### src/rtl/seg7_display_driver.sv
// seg7_display_driver: double-buffered six-digit 7-segment driver with blink and PWM dimming.
// Latency: load -> shadow at the same edge, shadow -> HEX one edge later (2 edges total).
// Backpressure: none; load is level-sampled every cycle and always accepted.
//
// Ports:
//   clk, reset_n          : system clock, asynchronous active-low reset
//   load                  : capture num0..num5 into the shadow registers
//   num0..num5  [31:0]    : digit codes (0-9 digit, 11 dash, anything else blank); num0 is rightmost
//   blink_mask  [5:0]     : bit i makes digit i blink
//   brightness  [3:0]     : PWM duty (brightness+1)/16
//   HEX0..HEX5  [6:0]     : registered active-low segments {g,f,e,d,c,b,a}
module seg7_display_driver #(
  parameter int BLINK_DIV = 12_500_000
) (
  input  logic        clk,
  input  logic        reset_n,
  input  logic        load,
  input  logic [31:0] num0,
  input  logic [31:0] num1,
  input  logic [31:0] num2,
  input  logic [31:0] num3,
  input  logic [31:0] num4,
  input  logic [31:0] num5,
  input  logic [5:0]  blink_mask,
  input  logic [3:0]  brightness,
  output logic [6:0]  HEX0,
  output logic [6:0]  HEX1,
  output logic [6:0]  HEX2,
  output logic [6:0]  HEX3,
  output logic [6:0]  HEX4,
  output logic [6:0]  HEX5
);

  localparam int CW = $clog2(BLINK_DIV);
  localparam logic [CW-1:0] BLINK_LAST = CW'(BLINK_DIV - 1);

  localparam logic [3:0] CODE_BLANK = 4'd10;
  localparam logic [6:0] SEG_OFF    = 7'h7F;

  logic [31:0]   num_in   [6];
  logic [3:0]    code_q   [6];
  logic [6:0]    hex_d    [6];
  logic [6:0]    hex_q    [6];
  logic [CW-1:0] blink_cnt;
  logic          blink_phase;
  logic [3:0]    pwm_cnt;
  logic          pwm_on;

  assign num_in[0] = num0;
  assign num_in[1] = num1;
  assign num_in[2] = num2;
  assign num_in[3] = num3;
  assign num_in[4] = num4;
  assign num_in[5] = num5;

  function automatic logic [6:0] decode(input logic [3:0] code);
    logic [6:0] seg;
    seg = SEG_OFF;
    case (code)
      4'd0:    seg = 7'h40;
      4'd1:    seg = 7'h79;
      4'd2:    seg = 7'h24;
      4'd3:    seg = 7'h30;
      4'd4:    seg = 7'h19;
      4'd5:    seg = 7'h12;
      4'd6:    seg = 7'h02;
      4'd7:    seg = 7'h78;
      4'd8:    seg = 7'h00;
      4'd9:    seg = 7'h10;
      4'd11:   seg = 7'h3F;
      default: seg = SEG_OFF;
    endcase
    return seg;
  endfunction

  // Shadow registers: the full 32-bit code is range-checked so that large
  // values never alias onto a valid digit through truncation.
  always_ff @(posedge clk or negedge reset_n) begin
    if (!reset_n) begin
      for (int i = 0; i < 6; i++) code_q[i] <= CODE_BLANK;
    end else if (load) begin
      for (int i = 0; i < 6; i++)
        code_q[i] <= (num_in[i] <= 32'd11) ? num_in[i][3:0] : CODE_BLANK;
    end
  end

  // Blink timer; a load restarts it in the visible phase so an edited value
  // shows at once, even if the counter was about to wrap.
  always_ff @(posedge clk or negedge reset_n) begin
    if (!reset_n) begin
      blink_cnt   <= '0;
      blink_phase <= 1'b1;
    end else if (load) begin
      blink_cnt   <= '0;
      blink_phase <= 1'b1;
    end else if (blink_cnt == BLINK_LAST) begin
      blink_cnt   <= '0;
      blink_phase <= ~blink_phase;
    end else begin
      blink_cnt   <= blink_cnt + 1'b1;
    end
  end

  // Free-running PWM counter, independent of load.
  always_ff @(posedge clk or negedge reset_n) begin
    if (!reset_n) pwm_cnt <= '0;
    else          pwm_cnt <= pwm_cnt + 4'd1;
  end

  assign pwm_on = (pwm_cnt <= brightness);

  always_comb begin
    for (int i = 0; i < 6; i++) begin
      hex_d[i] = decode(code_q[i]);
      if (!pwm_on)                           hex_d[i] = SEG_OFF;
      else if (blink_mask[i] && !blink_phase) hex_d[i] = SEG_OFF;
    end
  end

  always_ff @(posedge clk or negedge reset_n) begin
    if (!reset_n) begin
      for (int i = 0; i < 6; i++) hex_q[i] <= SEG_OFF;
    end else begin
      for (int i = 0; i < 6; i++) hex_q[i] <= hex_d[i];
    end
  end

  assign HEX0 = hex_q[0];
  assign HEX1 = hex_q[1];
  assign HEX2 = hex_q[2];
  assign HEX3 = hex_q[3];
  assign HEX4 = hex_q[4];
  assign HEX5 = hex_q[5];

endmodule

### config.mk
export PLATFORM = sky130hd
export DESIGN_NAME = seg7_display_driver
export DESIGN_NICKNAME = d
export VERILOG_FILES = /design/src/rtl/seg7_display_driver.sv
export SDC_FILE = /design/constraint.sdc
export NUM_CORES = 1
export LEC_CHECK = 0
export CORE_ASPECT_RATIO = 1.2
export CORE_MARGIN = 1
export CORE_UTILIZATION = 55
export DETAILED_ROUTE_END_ITERATION = 16
export DONT_BUFFER_PORTS = 1
export GPL_TIMING_DRIVEN = 0
export PLACE_DENSITY_LB_ADDON = 0.1
export SYNTH_ARGS = -nofsm -noshare
export SYNTH_HDL_FRONTEND = slang
export SYNTH_SLANG_ARGS = --single-unit
### constraint.sdc
create_clock -name clk -period 2.6 [get_ports clk]
set_input_delay 0.78 -clock clk [delete_from_list [all_inputs] [get_ports clk]]
set_output_delay 0.78 -clock clk [all_outputs]
set_load 0.02 [all_outputs]
**Register map, names as in the netlist**

Scale: 4 px per µm. Other sequential cells in the stronger gray, the rest of the logic in the fainter gray.
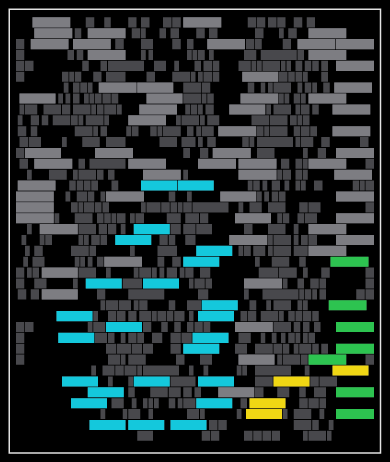
signal	color	placed flops
pwm_cnt	yellow	4
HEX0	green	7
blink_cnt	cyan	24
not colored	60

**Metal 1**

Scale: 4 px per µm. Supply wires on this layer in gray. Cells faint in the background.
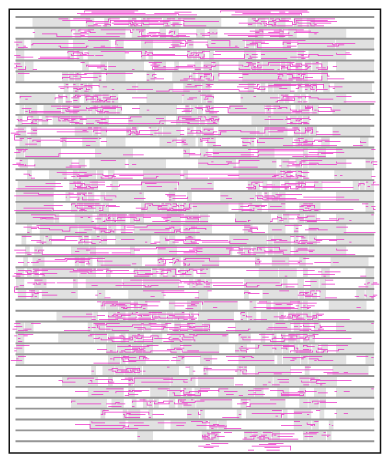
wire length on this layer	5360 µm
share of all routed wire	41%
nets with wire on the layer	709
longest straight run	46.9 µm
main direction	horizontal

**Congestion heat map**

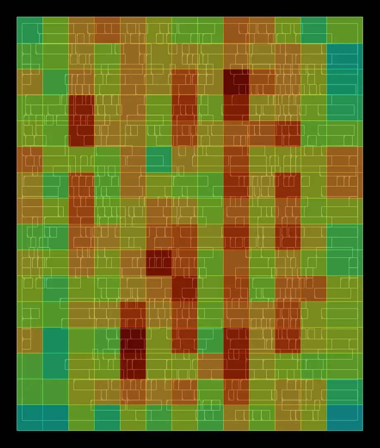
met2 layer usage reported by global route: 0.444
global-route layer with the greatest usage: met2
overall track demand over capacity in global routing: 0.265

==> run notes <==
Implementation results.

The flow ran to the end, and the final reports show no timing, DRC or antenna violations. The power report attributes to the clock group a share of 0.451. The fmax is about 0.43 GHz.

The dominant cell type by count on the critical path is sky130_fd_sc_hd__clkbuf_1. The total CTS buffers is 9. The placeable core area is approximately 0.0095 mm². The die boundary height is approximately 110 µm. The average wire per standard cell is 18.2 µm. In this design, the largest share of critical-path delay is due to buffers and inverters. In the finished design, the share of the clock period the worst path needs comes to 0.889. The wire length of the first global-routing pass is 20800 µm. Per the CTS log, the maximum H-tree level is 3. The setup slack of the worst register-to-register path is approximately 0.34 ns.

The internal power of the cells is approximately 0.0023 W. TritonRoute reported its final design rule violation total as 0. The register clock-pin slew on the reported worst setup and hold paths is around 0.06 ns. For the completed layout, the total cell area is recorded as a little under 0.006 mm². Power comes to between 0.002 and 0.003 W.

The post-cts sizing count is 0. The element type at the critical path end is a register. The average instance in the mapped netlist occupies a little over 9 µm². The antenna cell count is 0. The sum of overflow across all layers after global routing is 0. Per the synth log, the flip-flop and latch total comes to between 90 and 100. The post-detailed-routing wire length is roughly 13000 µm. The worst hold path belongs to the class primary input to async pin. In this run the critical path is formed by inv_1 -> ha_1 -> nor2b_1 -> o21ai_0 -> a21o_1 -> clkbuf_1 -> clkbuf_1 -> nand3_1. The most common flop cell mapped by yosys is sky130_fd_sc_hd__dfstp_2.

The buffer_ports step reported a buffer count of 0. The largest net degree at the start of global routing is approximately 96. For this design, Yosys synthesis ends with a cell count of approximately 580.

The power report attributes to the combinational group a share of 0.027. The category of the critical setup timing path is primary input to register. Of the cells placed in the final design, the portion with a size suffix greater than 1 is 0.139.

Hold repair after CTS inserted 0 buffers. The portion of total power attributed to sequential cells is 0.522. The clock root buffer master is sky130_fd_sc_hd__clkbuf_16. Looking at the reg2reg group, the worst path starts from blink_cnt[0]. The distinct cell type count after synthesis is 40. The sequential cell area fraction in the yosys report is 0.453. The number of search-and-repair iterations in the first detailed-routing pass is 5. Along the worst path, the maximum fanout reaches 10.

The top cell type in the final layout, fill and taps aside, is sky130_fd_sc_hd__dfstp_2. The total cell area at the placement stage is 0.00555 mm². The tally of max-capacitance violations is 0. The detailed-route via count is between 4k and 5k. In this run the horizontal extent of the chip is roughly 90 µm. The number of antenna violations at the first check in global routing is 0. The required time of the critical path is about 2.8 ns. The sum of negative setup slack is 0 ns.

Per the OpenROAD floorplan log, the area of the die is around 0.010 mm². The later pin in the worst-skew pair is clocked with a latency of around 0.34 ns. The via count of the first global-routing pass came to ~4.5k. The number of buffers and inverters on the critical path is 3.

The power spent charging and discharging nets is a little under 0.0006 W. The launch point of the worst path is brightness[1]. The OpenROAD report gives the critical path a data arrival time of 2.53 ns.
[final timing paths]
path                                       to  cells after the start
worst max-delay path                  HEX4[6]                      8
worst min-delay path               pwm_cnt[3]                      0
worst max register to register  blink_cnt[14]                      7
worst min register to register   blink_cnt[0]                      1
max in group asynchronous             HEX2[2]                      0
min in group clk                 blink_cnt[0]                      1
[final cells by class]
type                            count  area, µm²
Buffer                             30        135
Inverter                           34        128
Sequential cell                    95       2450
Clock buffer                       14        284
Tap cell                          123        154
Clock inverter                      2       12.5
Multi-Input combinational cell    422       2690
Fill cell                         825       3670
[power groups by stage]
stage | clock (W) | sequential (W) | combinational [W]
2_1_floorplan | 0 | 0.00151 | 0.0000547
5_1_grt | 0.00138 | 0.00149 | 0.0000871
3_3_place_gp | 0 | 0.00151 | 0.0000752
3_5_place_dp | 0 | 0.00151 | 0.0000777
4_1_cts | 0.00132 | 0.00149 | 0.0000780
6_report | 0.00129 | 0.00149 | 0.0000772
[synthesized netlist by cell type, drive strengths merged (3+ instances only)]
| library cell | number | area (µm²) |
|---|---|---|
| a21oi | 52 | 264 |
| and4 | 3 | 27.5 |
| buf | 4 | 27.5 |
| clkbuf | 26 | 108 |
| dfrtp | 40 | 1000 |
| dfstp | 55 | 1450 |
| ha | 42 | 526 |
| inv | 34 | 128 |
| mux2i | 6 | 60.1 |
| nand2 | 43 | 161 |
| nand2b | 11 | 68.8 |
| nand3 | 35 | 188 |
| nand4 | 28 | 181 |
| nor2 | 48 | 180 |
| nor2b | 4 | 25.0 |
| nor3 | 8 | 40.0 |
| nor4 | 54 | 338 |
| o2111ai | 7 | 61.3 |
| o21ai | 23 | 115 |
| o22ai | 12 | 75.1 |
| o31ai | 4 | 30.0 |
| o32ai | 12 | 105 |
| or3 | 4 | 28.8 |
| or4 | 5 | 41.3 |
| xnor2 | 5 | 43.8 |
| xor2 | 10 | 87.6 |
[layer usage]
layer  GRT usage  share of wire  vias up
met2       0.444           0.51      229
met4      0.0938          0.017        0
met3      0.0544          0.066       23
met5           0              0        -
li1            -              -     2142
met1       0.335           0.41     2174
[registers in the layout (all words and copies together) (netlist names), 4 cells and up]
name / cells
HEX0: 7
HEX1: 7
HEX2: 7
HEX3: 7
HEX4: 7
HEX5: 7
blink_cnt: 24
code_q: 24
pwm_cnt: 4
[metrics by stage]
| step | instances | hold WS (ns) | setup slack [ns] |
|---|---|---|---|
| 3_5_place_dp | 704 | 0.485 | -0.0260 |
| 5_1_grt | 720 | 0.111 | 0.118 |
| 4_1_cts | 720 | 0.122 | 0.317 |
| 3_3_place_gp | 704 | 0.469 | -0.0380 |
| 6_report | 720 | 0.133 | 0.289 |
| 2_1_floorplan | 581 | 0.440 | 0.454 |
[kinds of logic after synthesis]
| kind of cell | count (synthesis) | share of synthesized area |
|---|---|---|
| AND/OR/NAND/NOR | 246 | 0.241 |
| AND-OR/OR-AND | 113 | 0.125 |
| flip-flops | 95 | 0.453 |
| buffers and inverters | 64 | 0.0487 |
| adder cells (fa/ha/maj) | 42 | 0.0973 |
| XOR/XNOR | 15 | 0.0243 |
| multiplexers | 6 | 0.0111 |
Power figures rest on the tool's default switching activity, not on a simulated workload.
